<file path="src/rtl/vec_regfile.sv">
// vec_regfile: NUM_REGS x (LANES*LANE_W) vector register file with per-lane write mask and busy scoreboard.
// Optional macro VREGFILE_BYPASS_EN adds a same-cycle write-through path on both read ports.
module vec_regfile #(
  parameter int NUM_REGS = 8,
  parameter int LANES    = 4,
  parameter int LANE_W   = 32,
  localparam int AW = $clog2(NUM_REGS),
  localparam int VW = LANES * LANE_W
) (
  input  logic                clk,
  input  logic                rst,
  input  logic                we,
  input  logic [AW-1:0]       wr_addr,
  input  logic [LANES-1:0]    wr_mask,
  input  logic [VW-1:0]       wr_data,
  input  logic [AW-1:0]       rd_addr1,
  input  logic [AW-1:0]       rd_addr2,
  output logic [VW-1:0]       reg1_data,
  output logic [VW-1:0]       reg2_data,
  output logic                reg1_busy,
  output logic                reg2_busy,
  input  logic                rsv_en,
  input  logic [AW-1:0]       rsv_addr,
  output logic [NUM_REGS-1:0] busy_vec
);

  logic [VW-1:0]       rf_r [NUM_REGS];
  logic [NUM_REGS-1:0] busy_r;
  logic [NUM_REGS-1:0] busy_next_s;
  logic [VW-1:0]       wr_bits_s;

  function automatic logic [VW-1:0] lane_expand(input logic [LANES-1:0] mask);
    logic [VW-1:0] bits;
    bits = '0;
    for (int i = 0; i < LANES; i++) begin
      bits[i*LANE_W +: LANE_W] = {LANE_W{mask[i]}};
    end
    return bits;
  endfunction

  function automatic logic [VW-1:0] lane_merge(input logic [VW-1:0] old_v,
                                               input logic [VW-1:0] new_v,
                                               input logic [VW-1:0] bits);
    return (old_v & ~bits) | (new_v & bits);
  endfunction

  // Per-bit lane enable derived from the lane mask
  always_comb begin
    wr_bits_s = lane_expand(wr_mask);
  end

  // Scoreboard next state: a write releases, a reservation applied afterwards wins
  always_comb begin
    busy_next_s = busy_r;
    busy_next_s[wr_addr]  = busy_r[wr_addr] & ~we;
    busy_next_s[rsv_addr] = busy_next_s[rsv_addr] | rsv_en;
  end

  // Storage and scoreboard update
  always_ff @(posedge clk) begin
    if (rst) begin
      for (int r = 0; r < NUM_REGS; r++) begin
        rf_r[r] <= '0;
      end
      busy_r <= '0;
    end else begin
      if (we) begin
        rf_r[wr_addr] <= lane_merge(rf_r[wr_addr], wr_data, wr_bits_s);
      end
      busy_r <= busy_next_s;
    end
  end

  // Combinational read ports
  always_comb begin
    reg1_data = rf_r[rd_addr1];
    reg2_data = rf_r[rd_addr2];
    reg1_busy = busy_r[rd_addr1];
    reg2_busy = busy_r[rd_addr2];
`ifdef VREGFILE_BYPASS_EN
    if (!rst && we && (rd_addr1 == wr_addr)) begin
      reg1_data = lane_merge(rf_r[rd_addr1], wr_data, wr_bits_s);
      reg1_busy = rsv_en && (rsv_addr == rd_addr1);
    end else if (!rst && rsv_en && (rsv_addr == rd_addr1)) begin
      reg1_busy = 1'b1;
    end else begin
      reg1_busy = busy_r[rd_addr1];
    end
    if (!rst && we && (rd_addr2 == wr_addr)) begin
      reg2_data = lane_merge(rf_r[rd_addr2], wr_data, wr_bits_s);
      reg2_busy = rsv_en && (rsv_addr == rd_addr2);
    end else if (!rst && rsv_en && (rsv_addr == rd_addr2)) begin
      reg2_busy = 1'b1;
    end else begin
      reg2_busy = busy_r[rd_addr2];
    end
`endif
  end

  assign busy_vec = busy_r;

endmodule

</file>
<file path="config.mk">
export PLATFORM = sky130hd
export DESIGN_NAME = vec_regfile
export DESIGN_NICKNAME = d
export VERILOG_FILES = /design/src/rtl/vec_regfile.sv
export SDC_FILE = /design/constraint.sdc
export NUM_CORES = 2
export LEC_CHECK = 0
export ABC_CLOCK_PERIOD_IN_PS = 12460
export CAP_MARGIN = 10
export CORE_MARGIN = 2
export CORE_UTILIZATION = 30
export CTS_CLUSTER_SIZE = 28
export DETAILED_ROUTE_END_ITERATION = 8
export PLACE_DENSITY_LB_ADDON = 0.05
export SETUP_SLACK_MARGIN = 0.5
export SLEW_MARGIN = 10
export SYNTH_ARGS = -nofsm -noshare
export SYNTH_HDL_FRONTEND = slang
export SYNTH_SLANG_ARGS = --single-unit
export TNS_END_PERCENT = 10
</file>
<file path="constraint.sdc">
create_clock -name clk -period 12.46 [get_ports clk]
set_input_delay 1.869 -clock clk [delete_from_list [all_inputs] [get_ports clk]]
set_output_delay 1.869 -clock clk [all_outputs]
set_load 0.01 [all_outputs]
</file>
==> flow_summary_export.csv <==
group,metric,value,unit
outcome,status,"finished, final reports clean",
floorplan,core,0.205,mm2
layout,clk_share,5.58,%
timing,fin_ws,5.27,ns
floorplan,floorplan.core_util,30.2,%
yosys,synthDistinctLibCells,60,
layout,comb_area_share,40.3,%
clock_network,cts_resized,0,
placed_design,portBuffers,413,
clock_network,post_cts_buffers,0,
yosys,ys_sh_simple,8.71,%
timing,period_used_share,57.7,%
grt,track_usage,25.5,%
pwr,comb-power,1.69,mW
pwr,powerSeq,4.11,mW
pwr,internal_power,6.86,mW
drt,wl_per_cell,36.5,um
pwr,p_leak,24.6,nW
drt,drt_iter0_markers,3843,
worst_setup_path,critPathLaunchType,"input port",
clock_network,clockBufferDepth,3,
clock_network,cts_hold_repair.buffers,0,
layout,syn2layout_area_growth,17.5,%
hold_path,worst_hold_path.num_cells,2,
yosys,mappedNetlistArea,0.0620,mm2
worst_setup_path,critPathMaxStageDelay,0.84,ns
pwr,p_clk_share,39.2,%
hold_path,worstHoldPathType,"flop to flop",
worst_setup_path,reg2reg_to,"rf_r[5][20]$_SDFFCE_PN0P_",
worst_setup_path,r2r_setup_slack,10.45,ns
yosys,ys_cells,4429,
job,maxCapViolations,0,
worst_setup_path,crit_chain,"buf_8 > buf_4 > buf_12 > mux4_2 > mux2_2 > clkdlybuf4s50_1",
layout,seq_share,42.5,%
clock_network,cts-buffers-inserted,135,
layout,insertedDiodeCount,1,
yosys,ff_type,"edfxtp_1",
yosys,fp_nets,4577,
hold_path,hp-start,"busy_vec[0]$_SDFF_PP0_",
yosys,synth.most_common_cell,"nor2_1",
layout,fin_nets,4805,
drt,top_layer_used,"met5",
placed_design,dp_hpwl,148000,um
worst_setup_path,cp.arrival,5.32,ns
yosys,ys_ff,1032,
worst_setup_path,crit_slowest_cell,"buf_4",
pwr,p_switching,2.68,mW
timing,fmax,139,MHz
layout,layout.cells.non_filler,7440,
yosys,ys.warnings.count,0,
## sequential cells by signal, summed over array words and instances (netlist names)
name and cells:
rf_r 1024, busy_vec 8
## worst max-delay path by stage
| stage | slack (ns) | from | to | cells past startpoint |
|---|---|---|---|---|
| after floorplan | 5.93 | wr_addr[0] | rf_r[2][0]$_SDFFCE_PN0P_ | 8 |
| after global placement | 5.24 | rd_addr2[0] | reg2_data[88] | 6 |
| after detailed placement | 5.24 | rd_addr2[0] | reg2_data[88] | 6 |
| after CTS | 5.24 | rd_addr2[0] | reg2_data[88] | 6 |
| after global routing | 5.06 | rd_addr2[0] | reg2_data[88] | 6 |
| final | 5.27 | rd_addr2[0] | reg2_data[110] | 6 |
## worst max-delay path: cells and delay by family
kind	cells	cell delay, ns
buffers and inverters	4	2.29
muxes	2	0.91
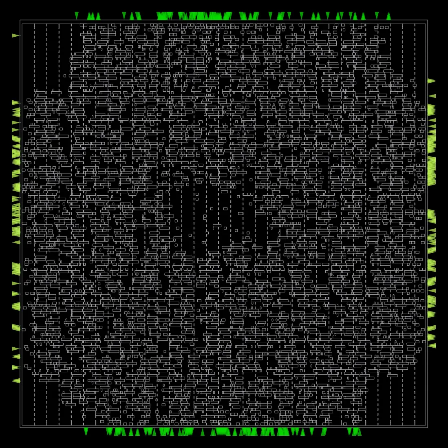
placement.png
Core Util, Final: 35.5%
Tap Cells: 2688
site row count: 166
fillers: 19700
Flops: 1032

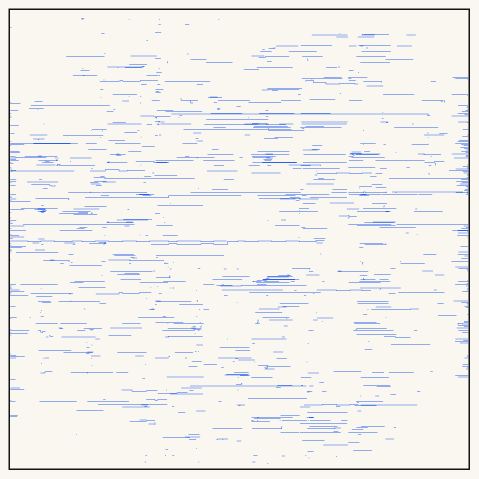
layer_met3.png
(1 px per um)
wire length on this layer = 13700 um
share of all routed wire = 5.1%
longest straight run = 256 um
main direction = horizontal
wirelength, routed: 271000 um
via count: 43500
grt met3 use: 3.21%

Power and IR drop assume default switching activity.
